==> config.mk <==
export PLATFORM = sky130hd
export DESIGN_NAME = vga_sync_gen
export DESIGN_NICKNAME = d
export VERILOG_FILES = /design/src/rtl/vga_sync_gen.sv
export SDC_FILE = /design/constraint.sdc
export NUM_CORES = 1
export LEC_CHECK = 0
export ABC_CLOCK_PERIOD_IN_PS = 5210
export CAP_MARGIN = 30
export CORE_MARGIN = 2
export CORE_UTILIZATION = 52
export DETAILED_ROUTE_END_ITERATION = 8
export PLACE_DENSITY = 0.85
export SLEW_MARGIN = 15
export SYNTH_ARGS = -nofsm -noshare
export SYNTH_HDL_FRONTEND = slang
export SYNTH_SLANG_ARGS = --single-unit
==> constraint.sdc <==
create_clock -name clk -period 5.21 [get_ports clk]
set_clock_uncertainty 0.05 [all_clocks]
set_input_delay 1.563 -clock clk [delete_from_list [all_inputs] [get_ports clk]]
set_output_delay 1.563 -clock clk [all_outputs]
set_load 0.02 [all_outputs]
==> run_1/m1.png <==
Scale: 6 px per um.
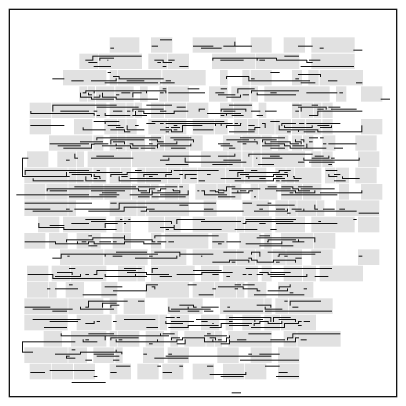
- nets with wire on the layer: 236
- main direction: horizontal
total routed wirelength: 4153 um
via count: 1683
met1 usage: 0.2740

==> run_1/congestion_map.png <==
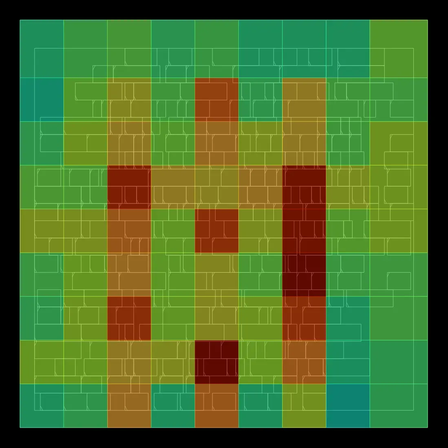
Overall Global Routing Usage: 0.2078
GR Util met2: 0.3190
final core utilization: 0.7348
busiest grt layer: met2

==> run_1/m2.png <==
Scale: 8 px per um.
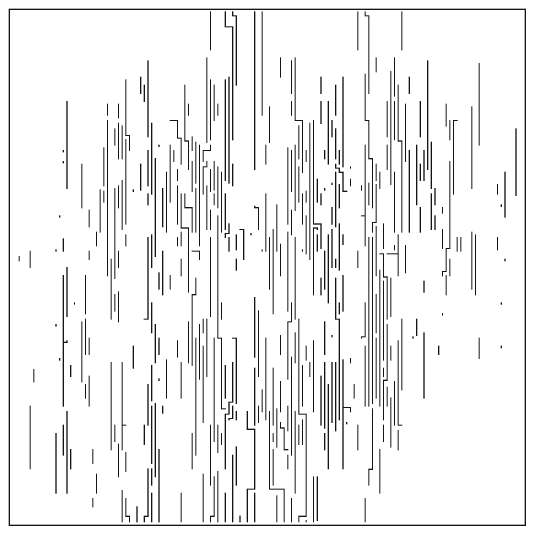
- longest straight run: 21.1 um
- nets with wire on the layer: 226
- main direction: vertical
- wire length on this layer: 1920 um

==> reports/qor.yml, run 1 <==
top_cell: "dfxtp_1"
yosys_area_um2: 1892
logic_gate_count: 148
ys_cells: 205
root_buffer: "clkbuf_4"
hold_ws_ns: 0.4224
ff_count: 36
ant_nets: 0
placed_area_um2: 2400
antenna_found_initial: 0
worst_slew_pin_slew_ns: 0.7775
fill_cells: 250
mux_area_frac: 0.005291
ys_top_logic_family: "simple AND/OR/NAND/NOR gates"
io_buffer_count: 50
first_pass_iters: 4
grt_pass1_vias: 1474
clkPwrFrac: 0.410
status: "completed"
yosys_warnings: 0
die_h_um: 64.32
adder_share: 0.03968
nClkBuffers: 7
lay_top_count: "clkdlybuf4s50_1"
ys_top_cells_by_count: "36 x dfxtp_1, 19 x nand2_1, 17 x nor2_1"
power_frac_comb: 0.073
pg_seq_w: 0.000282
place_hpwl_um: 2858
die_area_um2: 4136
fin_nets: 272
seqAreaFraction: 0.2871
power-top-group: "registers"
synth_nets: 225
buffers_excl_clock: 54
synthDistinctLibCells: 37
area_delta_synth_final_pct: 32.67
post-place-ws_ns: 1.358
crit_path_max_fanout: 38
vias_per_cell: 5.629
rrSetupSlack_ns: 3.08
ys_seq_share: 0.3810
drt_iter0_drc: 97
post-cts-setup-buffer-count: 0
p_int_w: 0.0004262
synthArstFlopShare: 0
hold_depth: 1
grtUsageMet3: 0.05282
tap_cells: 46
flop_area_um2: 720.7
synth_top_cell_by_area: "dfxtp_1"
ys_sh_simple: 0.3049
io_pins: 51
drive_above_1_share: 0.1502
cp-end-kind: "output pin"
critPathLaunchType: "register"
==> run_1/pinout.png <==
Scale: 8 px per um. Pins as bars across the die edge, other pins in gray.
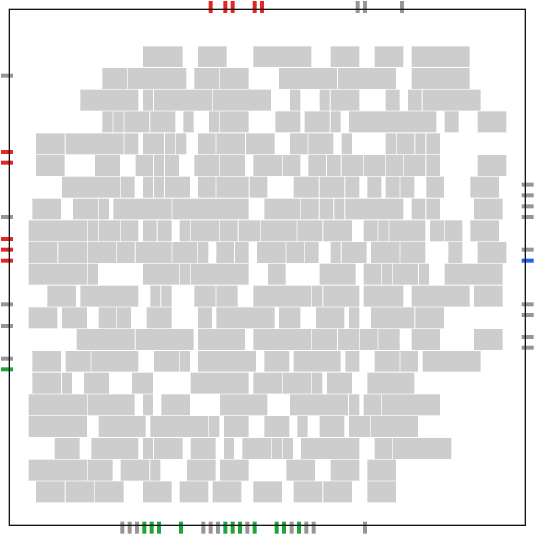

--- run 2 (diff from run 1) ---
ABC_CLOCK_PERIOD_IN_PS = 4200   (was 5210)
CORE_UTILIZATION = 48   (was 52)
PLACE_DENSITY = 0.79   (was 0.85)
clock period = 4.2 ns   (was 5.21 ns; I/O delays follow)
==> run_2/pinout.png <==
Scale: 8 px per um. Pins as bars across the die edge, other pins in gray.
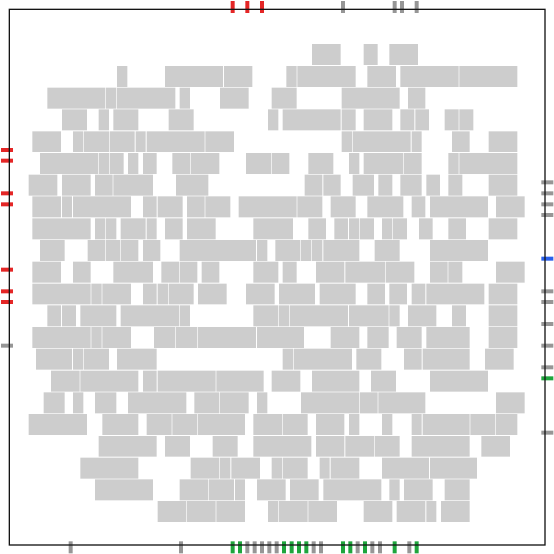
- red: `hCount` (pins 10; direction output; edge 7 west, 3 north)
- green: `rgb_in` (pins 12; direction input; edge 11 south, 1 east)
- blue: `frame_tick` (pins 1; direction output; edge east)
I/O Buffers: 50
die width: 66.78 um
Die Y: 66.78 um

==> run_2/m2.png <==
Scale: 8 px per um.
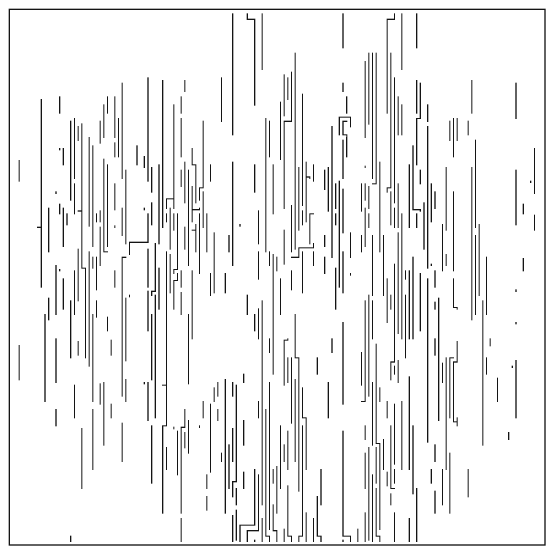
- main direction: vertical
- wire length on this layer: 2100 um
total routed wirelength: 4290 um
GR Util met2: 0.3475
via count: 1666

==> reports/qor.yml, run 2 <==
status: "completed"
adder_share: 0.03968  # unchanged
cts_num_sinks: 36
dp_cells: 292
grtUsageMet3: 0.04899  # -0.003830
root_buffer: "clkbuf_8"
logic_gate_count: 148  # unchanged
rrSetupSlack_ns: 2.13  # -0.95 ns
worstSkewPairLatency_ns: 0.28
slowest_delay_ns: 0.60
ys_top_cells_by_count: "36 x dfxtp_1, 19 x nand2_1, 17 x nor2_1"
cp-end-kind: "output pin"
power-top-group: "registers"
flop_area_um2: 720.7  # unchanged
clkPwrFrac: 0.398  # -0.012
synth_area_um2: 1892
critPathLaunchType: "register"
synth_nets: 225  # unchanged
grt_busiest_layer: "met2"
ant_nets: 0  # unchanged
power_frac_comb: 0.074  # about the same
place_hpwl_um: 2956  # +3.4%
p_int_w: 0.0005164  # +21%
fill_cells: 309  # +24%
hold_depth: 1  # unchanged
lay_top_count: "clkdlybuf4s50_1"
h-tree-depth: 2
grt_pass1_vias: 1541  # +4.5%
ys_cells: 205  # unchanged
nonClkBufAreaFrac: 0.2140
post-cts-setup-buffer-count: 0  # unchanged
met1_usage: 0.2560  # -0.01803
first_pass_iters: 4  # unchanged
finalSetupViolCount: 0
seqAreaFraction: 0.2867  # -0.0004284
ff_count: 36  # unchanged
drive_above_1_share: 0.1468  # -0.003372
antenna_found_initial: 0  # unchanged
nClkBuffers: 7  # unchanged
flop_cell: "dfxtp_1"
placed_area_um2: 2402  # +0.10%
power_w: 0.0006610
synth_top_cell_by_area: "dfxtp_1"
crit_path_max_fanout: 5  # -87%
grt_use_total: 0.2073  # -0.0004650
tns_ns: 0
top_cell: "dfxtp_1"
die_area_um2: 4460  # +7.8%
yosys_area_um2: 1892  # unchanged
ys_top_logic_family: "simple AND/OR/NAND/NOR gates"
worst_slew_pin_slew_ns: 0.7808  # +0.003373 ns
pg_seq_w: 0.000349  # +24%
ys_sh_simple: 0.3049  # unchanged
synthArstFlopShare: 0  # unchanged
vias_per_cell: 5.553  # -1.3%
final_core_utilization: 0.6764  # -0.05837
largest_register_ffs: 12
buffers_excl_clock: 54  # unchanged
mux_area_frac: 0.005291  # unchanged
ys_seq_share: 0.3810  # unchanged
yosys_warnings: 0  # unchanged
layout_top_cells: "50 x clkdlybuf4s50_1, 36 x dfxtp_1, 19 x nand2_1"
io_pins: 51  # unchanged
instances_no_fill: 300
hold_ws_ns: 0.3813  # -0.04110 ns
area_delta_synth_final_pct: 32.87
tap_cells: 48  # +4.3%
cp_num_cells: 5
drt_iter0_drc: 75  # -23%
fin_nets: 272  # unchanged
place_congestion: 0.8610
synthDistinctLibCells: 37  # unchanged
post-place-ws_ns: 0.8443  # -0.5135 ns
Power is estimated from default activity; no workload was simulated.
